`src/rtl/ai_target_select.sv`:
```
// Shot selector: scans the 10x10 density map one cell per cycle and offers the
// highest-density unfired cell on a valid/ready handshake. Option: AI_PARITY_EN.
module ai_target_select (
  input  logic            clk,
  input  logic            rst_n,
  input  logic            start,
  input  logic [99:0][5:0] density,
  input  logic [99:0]     fired,
  input  logic            shot_ready,
  output logic            busy,
  output logic            shot_valid,
  output logic [6:0]      shot_pos,
  output logic [3:0]      shot_x,
  output logic [3:0]      shot_y,
  output logic [5:0]      shot_density,
  output logic            no_target
);

`ifdef AI_PARITY_EN
  localparam int KW = 7;
`else
  localparam int KW = 6;
`endif

  typedef enum logic [1:0] {IDLE, SCAN, OFFER} state_t;

  state_t          state, state_nx;
  logic [6:0]      pos;
  logic [3:0]      x, y;
  logic            best_found;
  logic [KW-1:0]   best_key;
  logic [6:0]      best_pos;
  logic [3:0]      best_x, best_y;
  logic [5:0]      best_den;

  logic [5:0]      cur_den;
  logic [KW-1:0]   cur_key;
  logic            cand, take, last, found_nx;

  assign cur_den = density[pos];
`ifdef AI_PARITY_EN
  // Low key bit favours checkerboard cells (x+y even) among equal densities.
  assign cur_key = {cur_den, ~(x[0] ^ y[0])};
`else
  assign cur_key = cur_den;
`endif

  // Strict compare keeps the earliest (lowest-index) cell on equal keys.
  assign cand     = ~fired[pos];
  assign take     = cand && (!best_found || (cur_key > best_key));
  assign last     = (pos == 7'd99);
  assign found_nx = best_found | cand;

  always_ff @(posedge clk or negedge rst_n) begin
    if (!rst_n) state <= IDLE;
    else        state <= state_nx;
  end

  always_comb begin
    // NOTE: default first so every path assigns state_nx; no latch is inferred.
    state_nx = state;
    case (state)
      IDLE:    if (start) state_nx = SCAN;
      SCAN:    if (last) state_nx = found_nx ? OFFER : IDLE;
      OFFER:   if (shot_ready) state_nx = IDLE;
      default: state_nx = IDLE;
    endcase
  end

  always_ff @(posedge clk or negedge rst_n) begin
    if (!rst_n) begin
      pos          <= '0;
      x            <= '0;
      y            <= '0;
      best_found   <= 1'b0;
      best_key     <= '0;
      best_pos     <= '0;
      best_x       <= '0;
      best_y       <= '0;
      best_den     <= '0;
      busy         <= 1'b0;
      shot_valid   <= 1'b0;
      shot_pos     <= '0;
      shot_x       <= '0;
      shot_y       <= '0;
      shot_density <= '0;
      no_target    <= 1'b0;
    end else begin
      // NOTE: non-blocking everywhere here so every register sees pre-edge values.
      no_target <= 1'b0;
      case (state)
        IDLE: begin
          if (start) begin
            pos        <= '0;
            x          <= '0;
            y          <= '0;
            best_found <= 1'b0;
            best_key   <= '0;
            best_pos   <= '0;
            busy       <= 1'b1;
          end
        end
        SCAN: begin
          if (take) begin
            best_key <= cur_key;
            best_pos <= pos;
            best_x   <= x;
            best_y   <= y;
            best_den <= cur_den;
          end
          best_found <= found_nx;
          pos        <= pos + 7'd1;
          if (x == 4'd9) begin
            x <= '0;
            y <= y + 4'd1;
          end else begin
            x <= x + 4'd1;
          end
          // The final cell's result is folded in here, not a cycle later.
          if (last) begin
            if (found_nx) begin
              shot_valid   <= 1'b1;
              shot_pos     <= take ? pos     : best_pos;
              shot_x       <= take ? x       : best_x;
              shot_y       <= take ? y       : best_y;
              shot_density <= take ? cur_den : best_den;
            end else begin
              no_target <= 1'b1;
              busy      <= 1'b0;
            end
          end
        end
        OFFER: begin
          if (shot_ready) begin
            shot_valid <= 1'b0;
            busy       <= 1'b0;
          end
        end
        default: ;
      endcase
    end
  end

endmodule

```
`config.mk`:
```
export PLATFORM = sky130hd
export DESIGN_NAME = ai_target_select
export DESIGN_NICKNAME = d
export VERILOG_FILES = /design/src/rtl/ai_target_select.sv
export SDC_FILE = /design/constraint.sdc
export NUM_CORES = 1
export LEC_CHECK = 0
export CORE_AREA = 2 2 282 284
export CTS_CLUSTER_SIZE = 10
export DETAILED_ROUTE_END_ITERATION = 10
export DIE_AREA = 0 0 284 286
export DONT_BUFFER_PORTS = 1
export GPL_TIMING_DRIVEN = 0
export PLACE_DENSITY = 0.35
export SLEW_MARGIN = 20
export SYNTH_ARGS = -nofsm -noshare
export SYNTH_HDL_FRONTEND = slang
export SYNTH_SLANG_ARGS = --single-unit
```
`constraint.sdc`:
```
create_clock -name clk -period 7.82 [get_ports clk]
set_clock_uncertainty 0.1 [all_clocks]
set_input_delay 1.564 -clock clk [delete_from_list [all_inputs] [get_ports clk]]
set_output_delay 1.564 -clock clk [all_outputs]
set_load 0.01 [all_outputs]
```
==> results.tsv <==
metric	value	unit
outcome	finished with violations	
failing checks	antenna violations	
clock sink total	69	
pre-CTS WS	1.02	ns
Clk Latency, worst-skew pair	0.33	ns
Lkg Pwr	3.75	nW
Die Y	286	um
first-pass GRT wire length	92200	um
NonClk Buf Share	0.0572	
Fin. Hold Viols	0	
CTS tree	built	
First-pass DRT Iterations	7	
crit path time final	6.41	ns
worst vdd ir	127	uV
gr ovfl total	0	
Die Width	284	um
CP Capture Type	flop	
fraction of area in multi-input gates	0.632	
Worst Path Required	7.98	ns
Int Power	1.71	mW
Worst-Margin Slew	1.12	ns
clk buf depth	2	
fin area	0.0111	mm^2
Seq share, synth	0.184	
hold slack	0.387	ns
most frequent cells in the layout	124 x mux4_2, 69 x dfrtp_1, 60 x mux2i_1, 59 x nand2_1, 37 x mux2_2	
post-detail-place hpwl	63300	um
Post-DP Area	0.0107	mm^2
arrival time worst endpoint	6.58	ns
# nets final	1511	
# Cells Yosys	779	
cts hold-fix bufs	0	
cts bufs inserted	9	
switching pwr	1.55	mW
Most Used Layer, Global Route	met2	
setup TNS	0	ns
worst r2r path cells	20	
crit share post-route	0.820	
RSZ-0062 raised after global routing	no	
Core Area	0.0784	mm^2
Fill cells	8892	
P_clk	0.392	mW
Slew headroom	0.253	
Max Fclk	0.156	GHz
synthesized cell area	0.00938	mm^2
OpenROAD warnings	30	
post-synth cell types	74	
global-route track usage on met3	0.0640	
syn nets	1497	
number of global-route vias before repair	9092	
met2 usage	0.284	
root buf cell	clkbuf_16	
Clk pwr share	0.120	
Crit path max-delay family	AND-OR/OR-AND gates	
Routed Antenna Nets	1	
drt wl/cell	38.7	um
via count	8599	
PwrDens	293	mW/mm^2
Top pwr grp	combinational cells	
nonclk inv count	13	
Layout Utilization	0.142	
Non-clock buffers	83	
CTS resizes	0	
max incr delay on CP	0.76	ns
Syn-to-layout area delta	18.6	%
Multi-input comb cells	617	
Post-CTS Repair Setup Buffers	0	
worst path cell trace	buf_2 > nor2b_1 > clkbuf_1 > buf_8 > clkbuf_1 > a221oi_1 > a21oi_1 > nand2_1 > a31oi_1 > ha_1 > nor2b_1 > o21a_1 > o21ai_0 > nand2b_1 > a31oi_1 > nor2_4 > buf_6 > o21bai_1 > buf_2 > a22o_1	
CTS H-tree lvls	3	
async set or reset register ratio after synthesis	1.00	
Total Wirelength	72800	um
largest net degree at the start of global routing	70	
Reg area	0.00173	mm^2
vias per std cell	4.57	
clock-cell share of area	0.0257	
Logic pwr share	0.736	
Comb. pwr	2.40	mW
Mean Syn Cell Area	12.0	um^2
diode count	35	
dominant class by area	combinational gates	
Core Density at Floorplan	0.120	
Levels on crit path	20	
I/O Buffers	0	
clock buffers	12	
fin cells	1882	
==> registers in the layout (all words and copies together), names as in the netlist, 4 cells and up <==
signal        count
x                 4
y                 4
shot_density      6
pos               7
best_y            4
shot_x            4
best_key          6
best_den          6
best_pos          7
shot_y            4
shot_pos          7
best_x            4
==> synth_stat cells, types with 14 or more instances <==
library cell / number / area [um^2]
ha_1: 14 / 175
a22o_1: 22 / 193
a22oi_1: 32 / 240
nand3_1: 24 / 120
mux2_4: 19 / 285
nor2_1: 17 / 63.8
clkbuf_1: 20 / 75.1
mux4_2: 124 / 2790
mux4_1: 21 / 552
mux2_2: 37 / 417
buf_2: 26 / 130
nand2_1: 59 / 221
mux2i_1: 60 / 601
a21oi_1: 25 / 125
buf_6: 17 / 191
dfrtp_1: 69 / 1730
o21ai_0: 23 / 115
==> cell families after synthesis <==
family / share of synthesized area
adder cells (fa/ha/maj): 0.0187
flip-flops: 0.184
AND/OR/NAND/NOR: 0.0839
multiplexers: 0.506
AND-OR/OR-AND: 0.139
buffers and inverters: 0.0686
==> routing by layer <==
layer,wire length [um],share of wire,vias up
met5,246,0.0034,-
met3,7360,0.10,129
met1,29600,0.41,4302
met4,1970,0.027,36
met2,33600,0.46,795
li1,-,-,3337
==> worst paths after layout <==
| check | from | to |
|---|---|---|
| setup / recovery | pos[2]$_DFFE_PN0P_ | best_pos[6]$_DFFE_PN0P_ |
| hold / removal | best_y[0]$_DFFE_PN0P_ | best_y[0]$_DFFE_PN0P_ |
| hold reg to reg | best_y[0]$_DFFE_PN0P_ | best_y[0]$_DFFE_PN0P_ |
| setup reg to reg | pos[2]$_DFFE_PN0P_ | best_pos[6]$_DFFE_PN0P_ |
| max in group asynchronous | rst_n | best_key[5]$_DFFE_PN0P_ |
| min in group asynchronous | rst_n | shot_x[0]$_DFFE_PN0P_ |
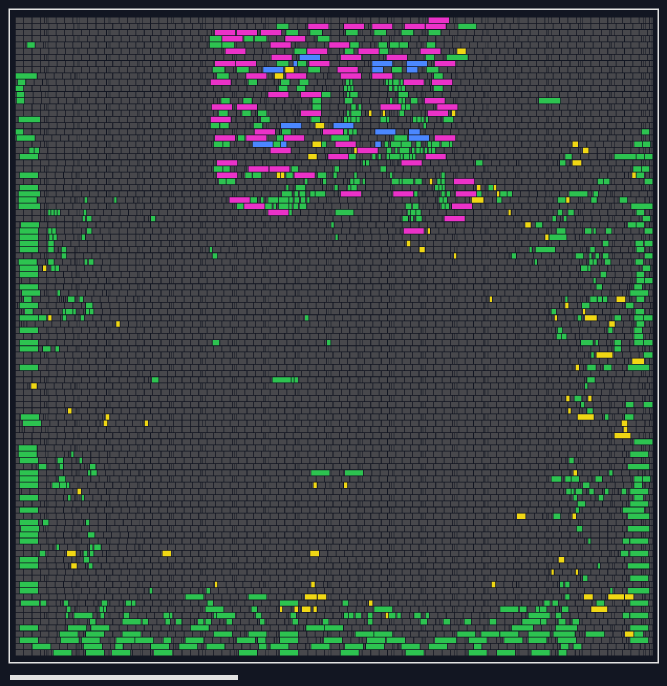
Fig. 1. Placement by cell class.
Scale bar: 100 um. Fill, decap, tap and diode cells in grey.
green -> all other logic  # cells 630
yellow -> other buffers and delay cells  # cells 83
blue -> clock drivers and dummy loads  # cells 15
magenta -> flip-flops  # cells 69

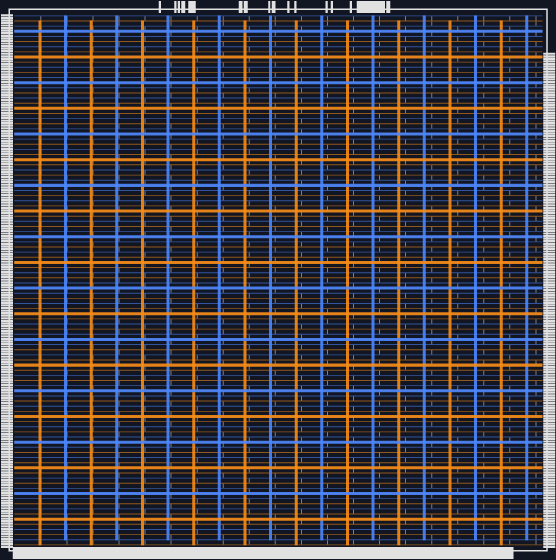
Fig. 2. PDN straps and rails.
Pins as bars on the die edge. Tap cells in grey.
blue -> VDD
orange -> VSS
tap cells = 1050
met1 rails = 104
met4 straps = 20
signal pins = 728

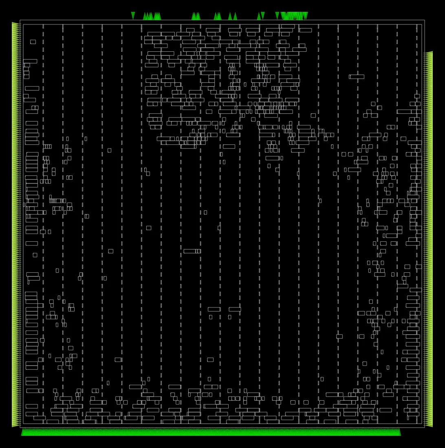
Fig. 3. Placement view.
fraction of area in registers: 0.155
Rows: 103
tap cells: 1050
Flops: 69

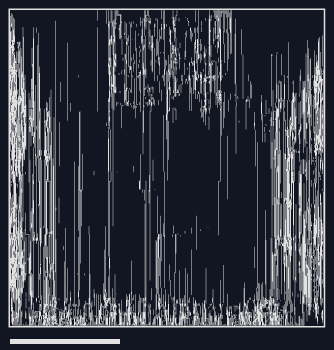
Fig. 4. The metal 2 layer.
Scale bar: 100 um.
main direction = vertical
wire length on this layer = 33.6 mm
nets with wire on the layer = 1386

Power figures rest on the tool's default switching activity, not on a simulated workload.
